## config.mk

```make
export PLATFORM = sky130hd
export DESIGN_NAME = pwm_duty_capture
export DESIGN_NICKNAME = d
export VERILOG_FILES = /design/src/rtl/pwm_pkg.sv /design/src/rtl/pwm_tick_gen.sv /design/src/rtl/pwm_duty_capture.sv
export SDC_FILE = /design/constraint.sdc
export NUM_CORES = 1
export LEC_CHECK = 0
export CAP_MARGIN = 30
export CORE_MARGIN = 10
export CORE_UTILIZATION = 35
export DETAILED_ROUTE_END_ITERATION = 8
export PLACE_DENSITY = 0.58
export SLEW_MARGIN = 20
export SYNTH_ARGS = -nofsm -noshare
export SYNTH_HDL_FRONTEND = slang
export SYNTH_SLANG_ARGS = --single-unit
```

## constraint.sdc

```tcl
create_clock -name clk -period 7.1 [get_ports clk]
set_input_delay 1.775 -clock clk [delete_from_list [all_inputs] [get_ports clk]]
set_output_delay 1.775 -clock clk [all_outputs]
set_load 0.02 [all_outputs]
```

## src/rtl/pwm_pkg.sv

```systemverilog
// Shared PWM constants and types for the motor PWM generator and its capture side.
// Contents: tick divider, nominal frame length, counter width, standard duty values
// (in ticks of high time per 2000-tick frame) and the capture FSM state type.
package pwm_pkg;

    localparam int unsigned PWM_TICK_DIV      = 500;   // 10 us tick at 50 MHz
    localparam int unsigned PWM_NOMINAL_TICKS = 2000;  // 20 ms frame
    localparam int unsigned PWM_CNT_W         = 12;

    // Standard duty settings, high time in ticks
    localparam int unsigned PWM_DUTY_FULL = 2000;
    localparam int unsigned PWM_DUTY_HIGH = 1961;
    localparam int unsigned PWM_DUTY_MID  = 1725;
    localparam int unsigned PWM_DUTY_LOW  = 1176;

    typedef enum logic [1:0] {
        StIdle,
        StHigh,
        StLow
    } cap_state_e;

endpackage

```

## src/rtl/pwm_tick_gen.sv

```systemverilog
// Measurement tick divider, shared with the PWM generator side.
// Ports:
//   clk  - system clock
//   rst  - asynchronous active-high reset
//   tick - one-clk strobe every TICK_DIV clocks (while counter = TICK_DIV-1)
module pwm_tick_gen
    import pwm_pkg::*;
#(
    parameter int unsigned TICK_DIV = PWM_TICK_DIV
) (
    input  logic clk,
    input  logic rst,
    output logic tick
);

    localparam int unsigned           CntW = (TICK_DIV > 1) ? $clog2(TICK_DIV) : 1;
    localparam logic [CntW-1:0]       Last = CntW'(TICK_DIV - 1);

    logic [CntW-1:0] cnt_q;

    assign tick = (cnt_q == Last);

    always_ff @(posedge clk or posedge rst) begin
        if (rst) begin
            cnt_q <= '0;
        end else if (tick) begin
            cnt_q <= '0;
        end else begin
            cnt_q <= cnt_q + CntW'(1);
        end
    end

endmodule

```

## src/rtl/pwm_duty_capture.sv

```systemverilog
// Receive-side PWM measurement: high time and rising-to-rising period of one PWM line,
// quantised to the shared measurement tick, with stuck-line and period-error status.
// Ports:
//   clk          - system clock (50 MHz)
//   rst          - asynchronous active-high reset
//   pwm_in       - asynchronous PWM input
//   high_ticks   - high time of last frame in ticks (TIMEOUT_TICKS or 0 on a stuck report)
//   period_ticks - period of last frame in ticks (0 on a stuck report)
//   meas_valid   - one-clk pulse when the outputs above were updated
//   period_err   - last period outside NOMINAL_TICKS +/- PERIOD_TOL (always set when stuck)
//   stuck        - last report was a timeout; cleared by the next good frame
//   stuck_level  - synchronised line level sampled at the last timeout
module pwm_duty_capture
    import pwm_pkg::*;
#(
    parameter int unsigned TICK_DIV      = PWM_TICK_DIV,
    parameter int unsigned CNT_W         = PWM_CNT_W,
    parameter int unsigned NOMINAL_TICKS = PWM_NOMINAL_TICKS,
    parameter int unsigned PERIOD_TOL    = 20,
    parameter int unsigned TIMEOUT_TICKS = 4000
) (
    input  logic             clk,
    input  logic             rst,
    input  logic             pwm_in,
    output logic [CNT_W-1:0] high_ticks,
    output logic [CNT_W-1:0] period_ticks,
    output logic             meas_valid,
    output logic             period_err,
    output logic             stuck,
    output logic             stuck_level
);

    localparam logic [CNT_W-1:0]        TimeoutLast = CNT_W'(TIMEOUT_TICKS - 1);
    localparam logic [CNT_W-1:0]        TimeoutFull = CNT_W'(TIMEOUT_TICKS);
    localparam logic signed [CNT_W:0]   NominalS    = (CNT_W+1)'(NOMINAL_TICKS);
    localparam logic signed [CNT_W:0]   TolS        = (CNT_W+1)'(PERIOD_TOL);

    logic               tick;
    logic               sync_meta_q;
    logic               sync_q;
    logic               prev_s_q;
    cap_state_e         state_q;
    logic [CNT_W-1:0]   hi_cnt_q;
    logic [CNT_W-1:0]   per_cnt_q;

    logic               s;
    logic               rise;
    logic               fall;
    logic               timeout;
    logic signed [CNT_W:0] per_diff;
    logic               per_out_of_tol;

    pwm_tick_gen #(
        .TICK_DIV (TICK_DIV)
    ) u_tick_gen (
        .clk  (clk),
        .rst  (rst),
        .tick (tick)
    );

    // Two-flop synchroniser for the asynchronous line
    always_ff @(posedge clk or posedge rst) begin
        if (rst) begin
            sync_meta_q <= 1'b0;
            sync_q      <= 1'b0;
        end else begin
            sync_meta_q <= pwm_in;
            sync_q      <= sync_meta_q;
        end
    end

    // Edges are defined between consecutive tick samples, not between clocks
    assign s    = sync_q;
    assign rise = s & ~prev_s_q;
    assign fall = ~s & prev_s_q;

    // A rise on the timeout tick wins: the line is evidently not stuck
    assign timeout = ~rise & (per_cnt_q == TimeoutLast);

    // Counters never exceed TIMEOUT_TICKS, so one extra bit holds the signed difference
    assign per_diff       = $signed({1'b0, per_cnt_q}) - NominalS;
    assign per_out_of_tol = (per_diff > TolS) || (per_diff < -TolS);

    always_ff @(posedge clk or posedge rst) begin
        if (rst) begin
            prev_s_q     <= 1'b0;
            state_q      <= StIdle;
            hi_cnt_q     <= '0;
            per_cnt_q    <= '0;
            high_ticks   <= '0;
            period_ticks <= '0;
            meas_valid   <= 1'b0;
            period_err   <= 1'b0;
            stuck        <= 1'b0;
            stuck_level  <= 1'b0;
        end else begin
            meas_valid <= 1'b0;
            if (tick) begin
                prev_s_q <= s;
                if (timeout) begin
                    high_ticks   <= s ? TimeoutFull : '0;
                    period_ticks <= '0;
                    period_err   <= 1'b1;
                    stuck        <= 1'b1;
                    stuck_level  <= s;
                    meas_valid   <= 1'b1;
                    hi_cnt_q     <= '0;
                    per_cnt_q    <= '0;
                    state_q      <= StIdle;
                end else begin
                    unique case (state_q)
                        StIdle: begin
                            // First rise only arms; there is no complete frame yet
                            if (rise) begin
                                hi_cnt_q  <= CNT_W'(1);
                                per_cnt_q <= CNT_W'(1);
                                state_q   <= StHigh;
                            end else begin
                                per_cnt_q <= per_cnt_q + CNT_W'(1);
                            end
                        end
                        StHigh: begin
                            per_cnt_q <= per_cnt_q + CNT_W'(1);
                            if (fall) begin
                                state_q <= StLow;
                            end else begin
                                hi_cnt_q <= hi_cnt_q + CNT_W'(1);
                            end
                        end
                        StLow: begin
                            if (rise) begin
                                high_ticks   <= hi_cnt_q;
                                period_ticks <= per_cnt_q;
                                period_err   <= per_out_of_tol;
                                stuck        <= 1'b0;
                                meas_valid   <= 1'b1;
                                hi_cnt_q     <= CNT_W'(1);
                                per_cnt_q    <= CNT_W'(1);
                                state_q      <= StHigh;
                            end else begin
                                per_cnt_q <= per_cnt_q + CNT_W'(1);
                            end
                        end
                        default: begin
                            state_q <= StIdle;
                        end
                    endcase
                end
            end
        end
    end

endmodule

```

==> out/summary.json <==
{
  "outcome": {
    "status": "finished, final reports clean"
  },
  "worst_setup_path": {
    "timing.critical_path.required_ps": 5330,
    "cp_num_buf_inv": 1,
    "critPathSlowestCell": "clkdlybuf4s50_1",
    "worst-r2r-cell-count": 8,
    "timing.critical_path.arrival_ps": 1350,
    "end_kind": "output pin",
    "critical-path-top-delay-family": "buffers and inverters",
    "r2r-start": "per_cnt_q[5]",
    "cp_cell_sequence": "clkdlybuf4s50_1",
    "worst-r2r-setup-slack_ps": 4150,
    "critical_path_peak_fanout": 2,
    "worstSetupStartpointType": "register",
    "regToRegEndpoint": "period_err",
    "critPathLaunch": "high_ticks[4]",
    "setup.worst_path.class": "register to output pin"
  },
  "clock_tree": {
    "clkSinkCount": 66,
    "cts.hold.buffers_added": 0,
    "tritoncts": "built",
    "clock_tree.buffer_depth": 2,
    "root_buffer_selected_by_cts": "clkbuf_8",
    "clk_pin_slew_ps": 70,
    "cts_buffers": 9,
    "cts_setup_buffers": 0,
    "ctsResizeCount": 0
  },
  "placement": {
    "dp_hpwl_um": 5200,
    "port_buffers": 30,
    "place.detailed.instances": 478,
    "post-place-ws_ps": 4110,
    "routabilityCongestion": 0.898,
    "placed_cell_area_um2": 3740
  },
  "synthesis": {
    "synthTopCellsByCount": "dfrtp_1, nand2_1, nor2_1, o21ai_0, a21oi_1",
    "synth_flop_count": 66,
    "netlist.top_cell.by_area": "dfrtp_1",
    "yosys-top-cells-area": "dfrtp_1, nand2_1, nor2_1",
    "synth_dominant_cell_count": "dfrtp_1",
    "netlist_instances": 334,
    "yosysWarnings": 0,
    "synthesis.area_um2": 3340,
    "top_cell_area_share": 0.495,
    "synth.yosys.seq_area_share": 0.495,
    "yosysCellCount": 334,
    "synth_cell_types": 55,
    "synth_area_per_cell_um2": 9.99,
    "yosys.stat.chipArea_um2": 3340
  },
  "final_timing": {
    "clock.fmax_ghz": 0.320,
    "hold_viol": 0,
    "setup-tns-final_ps": 0,
    "worst-slew-pin-transition_ps": 890,
    "hold_slack_ps": 350,
    "slew_violations": 0,
    "clock-skew-final_ps": 13.2,
    "layout_setup_ws_ps": 3980,
    "max-slew-margin-rel": 0.406
  },
  "final_layout": {
    "finalNetCount": 371,
    "post_route_utilization": 0.428,
    "final_cell_area_um2": 3960,
    "final-instance-count-excl-fill": 493,
    "antenna_cells": 0,
    "syn_to_final_growth_pct": 18.7,
    "layout_top_cells_excl_fill_tap": "dfrtp_1, nand2_1, nor2_1, clkdlybuf4s50_1, o21ai_0",
    "ratio_of_cells_with_drive_above_1_in_the_final_layout": 0.0824,
    "final_layout_top_logic_cell": "dfrtp_1"
  },
  "global_route": {
    "antenna_found_initial": 0,
    "grt_pass1_wl_um": 13200,
    "grt.overflow.total": 0
  },
  "detailed_routing": {
    "ant_nets": 0,
    "post-route-drc-count": 0,
    "detail_route.first_pass.iterations": 4,
    "dr_wl_cell_um": 15.7,
    "route.detailed.vias_per_inst": 5.18
  },
  "power_and_ir_drop": {
    "p_total_uw": 745,
    "p_leak_nw": 1.71,
    "power_density_nw_per_um2": 188
  },
  "job": {
    "stage_log_warnings": 30,
    "drv.max_cap_violation_count": 0
  },
  "floorplan": {
    "floorplan.core_util": 0.361,
    "design.portCount": 31,
    "core_area_um2": 9240,
    "floorplan.die.height_um": 118,
    "die_width_um": 118,
    "floorplan.rows": 35
  },
  "min_path": {
    "hp_class": "register to register",
    "worstHoldEndpoint": "s",
    "hold_depth": 0
  }
}
-- report_power, final --
| group | internal [mW] | switching, mW | total, mW | leakage [nW] |
|---|---|---|---|---|
| clock network | 0.216 | 0.140 | 0.356 | 0.110 |
| logic | 0.00283 | 0.00968 | 0.0125 | 0.700 |
| registers | 0.376 | 0.000479 | 0.377 | 0.903 |
| total | 0.595 | 0.150 | 0.745 | 1.71 |
-- worst max-delay path by stage --
stage | endpoint | depth (start not counted)
4_1_cts | high_ticks[4] | 1
6_report | high_ticks[4] | 1
2_1_floorplan | hi_cnt_q[0] | 1
3_5_place_dp | period_err | 8
5_1_grt | period_err | 8
3_3_place_gp | per_cnt_q[2] | 3
-- cell type report --
| cell class | count | area (um2) |
|---|---|---|
| clock buffer | 13 | 159 |
| clock inverter | 2 | 60.1 |
| fill | 870 | 5280 |
| inverter | 7 | 26.3 |
| multi-input combinational | 243 | 1580 |
| sequential | 66 | 1650 |
| tap | 129 | 161 |
| timing repair buffer | 33 | 323 |
-- layer usage --
layer	share of wire	wire, um	vias to the layer above	GRT usage
li1	-	-	1239	-
met3	0.037	287	13	0.0288
met4	0.022	172	0	0.0618
met5	0	0	-	0
met2	0.45	3470	39	0.163
met1	0.49	3800	1262	0.155
-- logic make-up (layout without fill, tap and decap cells) --
| logic type | count (synthesis) | count (layout) | synth area share |
|---|---|---|---|
| compound gates | 75 | 75 | 0.156 |
| xor+xnor | 22 | 22 | 0.0578 |
| buf+inv | 25 | 55 | 0.0338 |
| mux | 4 | 4 | 0.0128 |
| simple gates | 134 | 134 | 0.215 |
| flops | 66 | 66 | 0.495 |
| fa+ha+maj | 8 | 8 | 0.0300 |
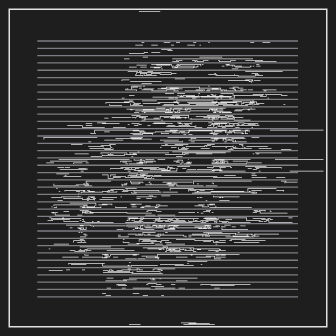
(images/m1.png)
Supply wires on this layer in gray.
wire length on this layer	3,800 um
nets with wire on the layer	334
share of all routed wire	49%
DR vias: 2,553
sum of routed wire length over all layers: 7730 um
global-route track usage on met1: 0.155

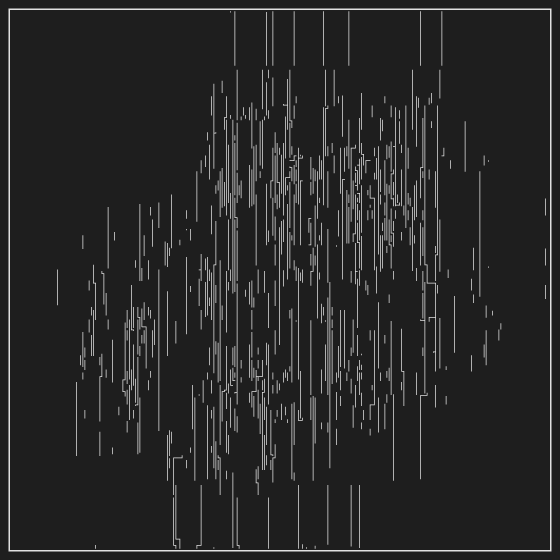
(images/m2.png)
nets with wire on the layer	304
longest straight run	40.5 um
main direction	vertical
share of all routed wire	45%

No activity file was given, so power comes from the tool's default toggle rates.
